## config.mk

```make
export PLATFORM = sky130hd
export DESIGN_NAME = uart_receiver
export DESIGN_NICKNAME = d
export VERILOG_FILES = /design/src/rtl/uart_pkg.sv /design/src/rtl/uart_rx_fifo.sv /design/src/rtl/uart_receiver.sv
export SDC_FILE = /design/constraint.sdc
export NUM_CORES = 1
export LEC_CHECK = 0
export CAP_MARGIN = 10
export CELL_PAD_IN_SITES_DETAIL_PLACEMENT = 0
export CELL_PAD_IN_SITES_GLOBAL_PLACEMENT = 1
export CORE_UTILIZATION = 45
export DETAILED_ROUTE_END_ITERATION = 8
export PLACE_DENSITY = 0.8
export REMOVE_ABC_BUFFERS = 1
export SLEW_MARGIN = 20
export SYNTH_ARGS = -nofsm -noshare
export SYNTH_HDL_FRONTEND = slang
export SYNTH_SLANG_ARGS = --single-unit
```

## constraint.sdc

```tcl
create_clock -name clk -period 2.64 [get_ports clk]
set_input_delay 0.264 -clock clk [delete_from_list [all_inputs] [get_ports clk]]
set_output_delay 0.264 -clock clk [all_outputs]
set_load 0.05 [all_outputs]
```

## src/rtl/uart_pkg.sv

```systemverilog
// Shared UART definitions: FSM state encoding, byte width and parity helper.
// Used by both uart_receiver and uart_transmitter.
package uart_pkg;

    localparam int BYTE_W = 8;

    typedef enum logic [2:0] {
        IDLE,
        START,
        DATA,
        PARITY,
        STOP,
        RECOVER
    } uart_state_t;

    function automatic logic even_parity(input logic [BYTE_W-1:0] d);
        return ^d;
    endfunction

endpackage

```

## src/rtl/uart_rx_fifo.sv

```systemverilog
// Show-ahead byte FIFO; rd_data is valid the cycle after a write, pops take effect on the next edge.
// Backpressure: a write while full is dropped unless a pop happens in the same cycle.
module uart_rx_fifo
    import uart_pkg::*;
#(
    parameter int DEPTH_BITWIDTH = 2
) (
    input  logic              clk,
    input  logic              rst,
    input  logic              wr_en,
    input  logic [BYTE_W-1:0] wr_data,
    input  logic              rd_en,
    output logic [BYTE_W-1:0] rd_data,
    output logic              empty,
    output logic              full
);

    localparam int DEPTH = 1 << DEPTH_BITWIDTH;

    logic [BYTE_W-1:0]       mem [DEPTH];
    logic [DEPTH_BITWIDTH:0] wr_ptr;
    logic [DEPTH_BITWIDTH:0] rd_ptr;
    logic                    do_push;
    logic                    do_pop;

    // Extra MSB on the pointers tells a full ring from an empty one.
    assign empty = (wr_ptr == rd_ptr);
    assign full  = (wr_ptr[DEPTH_BITWIDTH] != rd_ptr[DEPTH_BITWIDTH]) &&
                   (wr_ptr[DEPTH_BITWIDTH-1:0] == rd_ptr[DEPTH_BITWIDTH-1:0]);

    assign do_pop  = rd_en & ~empty;
    assign do_push = wr_en & (~full | do_pop);

    assign rd_data = empty ? '0 : mem[rd_ptr[DEPTH_BITWIDTH-1:0]];

    always_ff @(posedge clk) begin
        if (rst) begin
            wr_ptr <= '0;
            rd_ptr <= '0;
        end else begin
            if (do_push) wr_ptr <= wr_ptr + 1'b1;
            if (do_pop)  rd_ptr <= rd_ptr + 1'b1;
        end
    end

    always_ff @(posedge clk) begin
        if (do_push) mem[wr_ptr[DEPTH_BITWIDTH-1:0]] <= wr_data;
    end

endmodule

```

## src/rtl/uart_receiver.sv

```systemverilog
// UART receiver (8N1, or 8E1 when UART_RX_PARITY_EN is defined) feeding a show-ahead FIFO; byte appears the cycle after the stop sample.
// Backpressure: none on the line; a byte arriving while the FIFO is full is dropped and flags overrun.
module uart_receiver
    import uart_pkg::*;
#(
    parameter int CLK_FREQ            = 20_250_000,
    parameter int BAUD_RATE           = 2_025_000,
    parameter int FIFO_DEPTH_BITWIDTH = 2
) (
    input  logic              clk,
    input  logic              rst,
    input  logic              uart_rx,
    input  logic              rd_en,
    output logic [BYTE_W-1:0] rd_data,
    output logic              empty,
    output logic              full,
    output logic              overrun,
    output logic              framing_error,
`ifdef UART_RX_PARITY_EN
    output logic              parity_error,
`endif
    input  logic              err_clr
);

    localparam int BIT_TICKS = CLK_FREQ / BAUD_RATE;
    localparam int TW        = (BIT_TICKS > 1) ? $clog2(BIT_TICKS) : 1;
    localparam logic [TW-1:0] FULL_LD = TW'(BIT_TICKS - 1);
    localparam logic [TW-1:0] HALF_LD = TW'(BIT_TICKS / 2);

    uart_state_t       state;
    uart_state_t       state_nxt;
    logic              rx_sync1;
    logic              rx_sync2;
    logic              rx_prev;
    logic              rx;
    logic              fall;
    logic              tick;
    logic [TW-1:0]     timer;
    logic [2:0]        bit_cnt;
    logic [BYTE_W-1:0] shreg;
    logic              push;
    logic              frame_err_set;
    logic              overrun_set;

    assign rx   = rx_sync2;
    assign fall = rx_prev & ~rx;
    assign tick = (timer == '0);

    always_ff @(posedge clk) begin
        if (rst) begin
            rx_sync1 <= 1'b1;
            rx_sync2 <= 1'b1;
            rx_prev  <= 1'b1;
        end else begin
            rx_sync1 <= uart_rx;
            rx_sync2 <= rx_sync1;
            rx_prev  <= rx_sync2;
        end
    end

    always_ff @(posedge clk) begin
        if (rst) state <= IDLE;
        else     state <= state_nxt;
    end

`ifdef UART_RX_PARITY_EN
    logic par_err_set;
`endif

    always_comb begin
        state_nxt     = state;
        push          = 1'b0;
        frame_err_set = 1'b0;
`ifdef UART_RX_PARITY_EN
        par_err_set   = 1'b0;
`endif
        case (state)
            IDLE:    if (fall) state_nxt = START;
            START:   if (tick) state_nxt = rx ? IDLE : DATA;
            DATA: begin
                if (tick && bit_cnt == 3'(BYTE_W - 1)) begin
`ifdef UART_RX_PARITY_EN
                    state_nxt = PARITY;
`else
                    state_nxt = STOP;
`endif
                end
            end
`ifdef UART_RX_PARITY_EN
            // A bad parity bit drops the byte; RECOVER skips over the stop bit.
            PARITY: begin
                if (tick) begin
                    if (rx != even_parity(shreg)) begin
                        par_err_set = 1'b1;
                        state_nxt   = RECOVER;
                    end else begin
                        state_nxt   = STOP;
                    end
                end
            end
`endif
            STOP: begin
                if (tick) begin
                    if (rx) begin
                        push      = 1'b1;
                        state_nxt = IDLE;
                    end else begin
                        frame_err_set = 1'b1;
                        state_nxt     = RECOVER;
                    end
                end
            end
            RECOVER: if (rx) state_nxt = IDLE;
            default: state_nxt = IDLE;
        endcase
    end

    always_ff @(posedge clk) begin
        if (rst) begin
            timer   <= '0;
            bit_cnt <= '0;
            shreg   <= '0;
        end else begin
            case (state)
                IDLE: begin
                    if (fall) begin
                        timer   <= HALF_LD;
                        bit_cnt <= '0;
                    end
                end
                DATA: begin
                    if (tick) begin
                        timer   <= FULL_LD;
                        shreg   <= {rx, shreg[BYTE_W-1:1]};
                        bit_cnt <= bit_cnt + 1'b1;
                    end else begin
                        timer   <= timer - 1'b1;
                    end
                end
                START, PARITY, STOP: timer <= tick ? FULL_LD : timer - 1'b1;
                default: ;
            endcase
        end
    end

    uart_rx_fifo #(
        .DEPTH_BITWIDTH(FIFO_DEPTH_BITWIDTH)
    ) u_fifo (
        .clk    (clk),
        .rst    (rst),
        .wr_en  (push),
        .wr_data(shreg),
        .rd_en  (rd_en),
        .rd_data(rd_data),
        .empty  (empty),
        .full   (full)
    );

    // While full, any rd_en is a real pop, so only a push without rd_en loses data.
    assign overrun_set = push & full & ~rd_en;

    always_ff @(posedge clk) begin
        if (rst) begin
            overrun       <= 1'b0;
            framing_error <= 1'b0;
        end else begin
            if (overrun_set)        overrun <= 1'b1;
            else if (err_clr)       overrun <= 1'b0;
            if (frame_err_set)      framing_error <= 1'b1;
            else if (err_clr)       framing_error <= 1'b0;
        end
    end

`ifdef UART_RX_PARITY_EN
    always_ff @(posedge clk) begin
        if (rst)               parity_error <= 1'b0;
        else if (par_err_set)  parity_error <= 1'b1;
        else if (err_clr)      parity_error <= 1'b0;
    end
`endif

endmodule
```

drive_strength.png
Scale: 6 px per um.
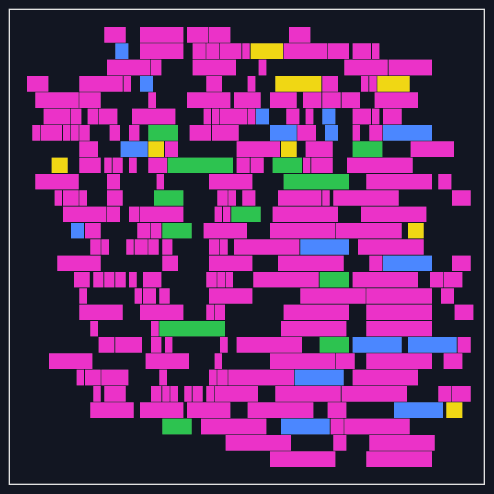
- magenta: drive 1 or less (cells 206)
- yellow: drive 3 to 4 (cells 8)
- blue: drive 2 (cells 16)
- green: drive 6 and up (cells 12)

wire_density.png
Scale: 4 px per um. The die is cut into 16 by 16 equal tiles; black is low, pale yellow is high, scaled to the fullest tile. Values are wire area over tile area, all layers added.
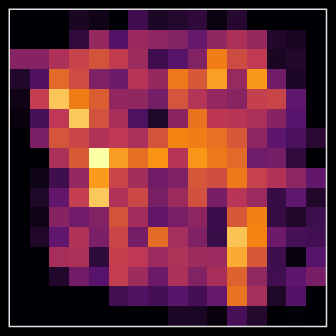
- fullest tile: 0.34
- mean over tiles: 0.11
- tiles over half the peak: 24%
- emptiest ninth of the die: lower left

==> results.toml <==
# yosys + openroad results
[status]
status = "completed"

[sta]
worst_slack_ns = 0.198
max_freq_ghz = 0.409
slew_violations = 0
maxSlewHeadroom_pct = 66.1
fin_crit_sh_pct = 92.5
worst_pin_slew_ns = 0.510
holdWs_ns = 0.414
hold_viol = 0
finalSetupTns_ns = 0
skew_ns = 0.00564

[global_routing]
grt_pass1_wl_um = 7560
antenna_found_initial = 0
grt_pass1_vias = 1560
grtUsageTotal_pct = 16.3
grtUsageMet3_pct = 3.79

[final_layout]
stdcell_area_um2 = 3120
fin_cells = 314
n_all_inverters = 6
comb_cells = 137
n_antenna_cell = 0
seq_cells = 63
drive_above_1_share_pct = 14.9
fin_nets = 250
areaGrowthSynthToFinish_pct = 17.0
clock_buffers = 12
post-route-util_pct = 55.6
lay_top_count = "edfxtp_1"
layout_top_cells = "32 x edfxtp_1, 31 x dfxtp_1, 22 x nand2_1, 17 x nor2_1, 13 x a21oi_1"
fillers = 498
n_all_buffers = 20
largest_reg_flops = 32

[job]
warnings = 28

[routing]
drc = 0
avgRoutedWirePerCell_um = 14.0
post_drt_via_cell_ratio = 5.21
drtIter0Drc = 62
vias = 1637
ant_nets = 0
first_pass_iters = 4
top_layer_used = "met4"
routed-wl-met2_um = 2200

[critical_path]
cp.arrival_ns = 2.18
r2r-end = "u_fifo.mem[2][4]$_DFFE_PP_"
reg2reg_from = "timer[0]$_SDFFE_PP0P_"
startpoint = "u_fifo.wr_ptr[1]$_SDFFE_PP0P_"
crit_path_max_incr_delay_ns = 0.82
crit_fanout = 5
rr_worst_depth = 6
required_ns = 2.38
r2r_slack_ns = 0.52

[power_and_ir_drop]
powerClk_w = 0.000957
p_int_w = 0.00168
pwr-share-seq_pct = 50.4
swShare_pct = 18.2
peakVddDrop_uv = 298
combinationalPower_w = 0.0000589
p_per_area_nw_per_um2 = 657
finalPower_w = 0.00205
power_switching_w = 0.000372

[clock_network]
cts.sinks = 63
cts_root_buf = "clkbuf_8"
cts_buffers = 9
post_cts_buffers = 0
cts_hold_buf = 0
cts_resized = 8
clk_path_buf_depth = 2
clk_pin_slew_worst_paths_ns = 0.06

[placement]
placed_cells = 298
dpl-instance-area_um2 = 2900
pre_cts_ws_ns = 0.265
place_congestion = 0.768

[synthesis]
flop_cell = "edfxtp_1"
synth-edff-count = 32
ys_sh_simple_pct = 16.5
synth_flop_count = 63
area_leaders = "edfxtp_1 36%, dfxtp_1 23%, mux4_2 6.8%"
aoi_share_pct = 6.86
syn_inst = 216
topCombFamilyByArea = "simple AND/OR/NAND/NOR gates"
ys_chip_area_um2 = 2660
synthesis.area_um2 = 2660
yosys_cells = 216
syn_avg_cell_area_um2 = 12.3
yosysSeqAreaShare_pct = 59.4

[hold_path]
min_path_cells = 1
hold_start = "rx_sync1$_SDFF_PP1_"
hp-class = "flip-flop to flip-flop"

[floorplanning]
dieWidth_um = 78.9
well_tap_count = 72
die_h_um = 78.9
io-pin-count = 17
Power figures rest on the tool's default switching activity, not on a simulated workload.
